### config.mk
export PLATFORM = sky130hd
export DESIGN_NAME = button_event
export DESIGN_NICKNAME = d
export VERILOG_FILES = /design/src/rtl/button_event.sv
export SDC_FILE = /design/constraint.sdc
export NUM_CORES = 1
export LEC_CHECK = 0
export CORE_ASPECT_RATIO = 1.5
export CORE_MARGIN = 4
export CORE_UTILIZATION = 41
export DETAILED_ROUTE_END_ITERATION = 8
export PLACE_DENSITY_LB_ADDON = 0.12
export SYNTH_ARGS = -nofsm -noshare
export SYNTH_HDL_FRONTEND = slang
export SYNTH_SLANG_ARGS = --single-unit
### constraint.sdc
create_clock -name clk -period 2.2 [get_ports clk]
set_input_delay 0.44 -clock clk [delete_from_list [all_inputs] [get_ports clk]]
set_output_delay 0.44 -clock clk [all_outputs]
set_load 0.02 [all_outputs]
### src/rtl/button_event.sv
// Button event decoder: press/release strobes, long-press strobe after HOLD_TICKS, and
// optional auto-repeat while long-held (enabled by defining BUTTON_EVENT_REPEAT_EN).
module button_event #(
    parameter int TICK_DIV     = 1000000,
    parameter int HOLD_TICKS   = 50,
    parameter int REPEAT_TICKS = 10
) (
    input  logic clk,
    input  logic reset,
    input  logic db_signal,
    output logic press_pulse,
    output logic release_pulse,
    output logic long_pulse,
    output logic repeat_pulse,
    output logic held
);

    localparam int PRESC_W  = (TICK_DIV > 1) ? $clog2(TICK_DIV) : 1;
    localparam int TICK_MAX = (HOLD_TICKS > REPEAT_TICKS) ? HOLD_TICKS : REPEAT_TICKS;
    localparam int TICK_W   = $clog2(TICK_MAX + 1);

    typedef enum logic [1:0] {
        IDLE    = 2'd0,
        PRESSED = 2'd1,
        LONG    = 2'd2
    } state_t;

    state_t              state, state_nxt;
    logic                db_q;
    logic [PRESC_W-1:0]  presc;
    logic [TICK_W-1:0]   tick_cnt;
    logic                rise, fall, tick, hold_hit, rep_hit;
    logic                press_nxt, release_nxt, long_nxt, repeat_nxt;

    assign rise     = db_signal & ~db_q;
    assign fall     = ~db_signal & db_q;
    assign tick     = (state != IDLE) && (presc == PRESC_W'(TICK_DIV - 1));
    assign hold_hit = (state == PRESSED) && tick && (tick_cnt == TICK_W'(HOLD_TICKS - 1));
`ifdef BUTTON_EVENT_REPEAT_EN
    assign rep_hit  = (state == LONG) && tick && (tick_cnt == TICK_W'(REPEAT_TICKS - 1));
`else
    assign rep_hit  = 1'b0;
`endif
    assign held     = (state != IDLE);

    always_ff @(posedge clk) begin
        if (reset) begin
            state <= IDLE;
            db_q  <= 1'b0;
        end else begin
            state <= state_nxt;
            db_q  <= db_signal;
        end
    end

    always_comb begin
        state_nxt = state;
        case (state)
            IDLE:    if (rise) state_nxt = PRESSED;
            PRESSED: if (fall) state_nxt = IDLE;
                     else if (hold_hit) state_nxt = LONG;
            LONG:    if (fall) state_nxt = IDLE;
            default: state_nxt = IDLE;
        endcase
    end

    // Release wins over a coincident threshold tick, so the pulses stay mutually exclusive.
    always_comb begin
        press_nxt   = (state == IDLE) && rise;
        release_nxt = (state != IDLE) && fall;
        long_nxt    = hold_hit && !fall;
        repeat_nxt  = rep_hit && !fall;
    end

    always_ff @(posedge clk) begin
        if (reset) begin
            press_pulse   <= 1'b0;
            release_pulse <= 1'b0;
            long_pulse    <= 1'b0;
            repeat_pulse  <= 1'b0;
        end else begin
            press_pulse   <= press_nxt;
            release_pulse <= release_nxt;
            long_pulse    <= long_nxt;
            repeat_pulse  <= repeat_nxt;
        end
    end

    // Prescaler and tick counter restart from zero on every new press.
    always_ff @(posedge clk) begin
        if (reset || state == IDLE || fall) begin
            presc    <= '0;
            tick_cnt <= '0;
        end else begin
            presc <= tick ? '0 : presc + PRESC_W'(1);
            if (tick) begin
                if (hold_hit || rep_hit)
                    tick_cnt <= '0;
`ifdef BUTTON_EVENT_REPEAT_EN
                else
                    tick_cnt <= tick_cnt + TICK_W'(1);
`else
                else if (state == PRESSED)
                    tick_cnt <= tick_cnt + TICK_W'(1);
`endif
            end
        end
    end

endmodule

Figure 1. Clock distribution.
Scale: 3 px per um.
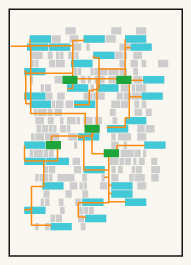
- cells driving clock nets: green (count 5)
- clock wires: orange (length 408 um)
- flip-flops: cyan (count 32)
- routed clock nets: 6
- flops lie: widely spread

Figure 2. Placement by cell class.
Scale: 3 px per um.
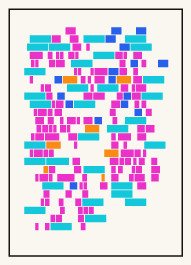
- all other logic: magenta (cells 129; share of their area 49%)
- flip-flops: cyan (cells 32; share of their area 38%)
- other buffers and delay cells: blue (cells 16; share of their area 8.1%)
- clock drivers and dummy loads: orange (cells 7; share of their area 4.6%)

Figure 3. Signal wires by layer.
Scale: 3 px per um.
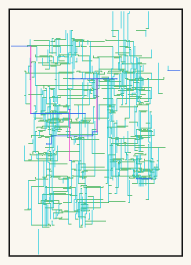
- met2: cyan (wire length 1750 um)
- met1: green (wire length 1240 um)
- met4: magenta (wire length 57.1 um)
- met3: blue (wire length 71.0 um)

## routing by layer
metal	wire, um	share of wire	track usage
met1	1240	0.40	0.147
met2	1750	0.56	0.286
met3	71	0.023	0.0440
met4	57	0.018	0.0650
met5	0	0	0
## cell usage in the layout, fill, tap and decap left out, types with 3 or more instances in the layout
cell type        synthesis  final
dfxtp_1                 32     31
nor2_1                  19     19
xnor2_1                 10     10
buf_4                    3     10
inv_1                    9      9
a21oi_1                  9      8
o21ai_0                  8      8
nand2_1                  6      6
or3_1                    6      6
clkdlybuf4s50_1          0      6
nor3_1                   5      5
or4_1                    5      5
nand3_1                  6      5
clkbuf_8                 0      5
and3_1                   4      4
nor3b_1                  4      4
nand4_1                  4      4
a31oi_1                  3      3
nor4_1                   3      3
ha_1                     3      3
==> metrics.yaml <==
switching_power_mw: 0.231
cp_data_arrival_time_ns: 2.34
ant_nets: 0
slowest_delay_ns: 0.57
fin_skew_ns: 0.00768
seq_cell_count: 32
die_x_um: 57.2
largestClassByArea: "multi-input combinational cells"
min_to: "press_pulse"
syn_nets: 173
max-vdd-ir-drop_mv: 0.458
clock_latency_ns: 0.28
nets: 190
status: "finished clean"
xor_area_frac: 0.0707
crit_buf_inv: 0
maxCapViolCount: 0
port_buffers: 6
pg_clk_mw: 0.413
comb.multi_input.count: 120
comb-cell-share: 0.455
critPathMaxFanout: 5
endpoint_kind: "flop"
slowest_stage: "or4b_4"
ff_type: "dfxtp_1"
rows: 26
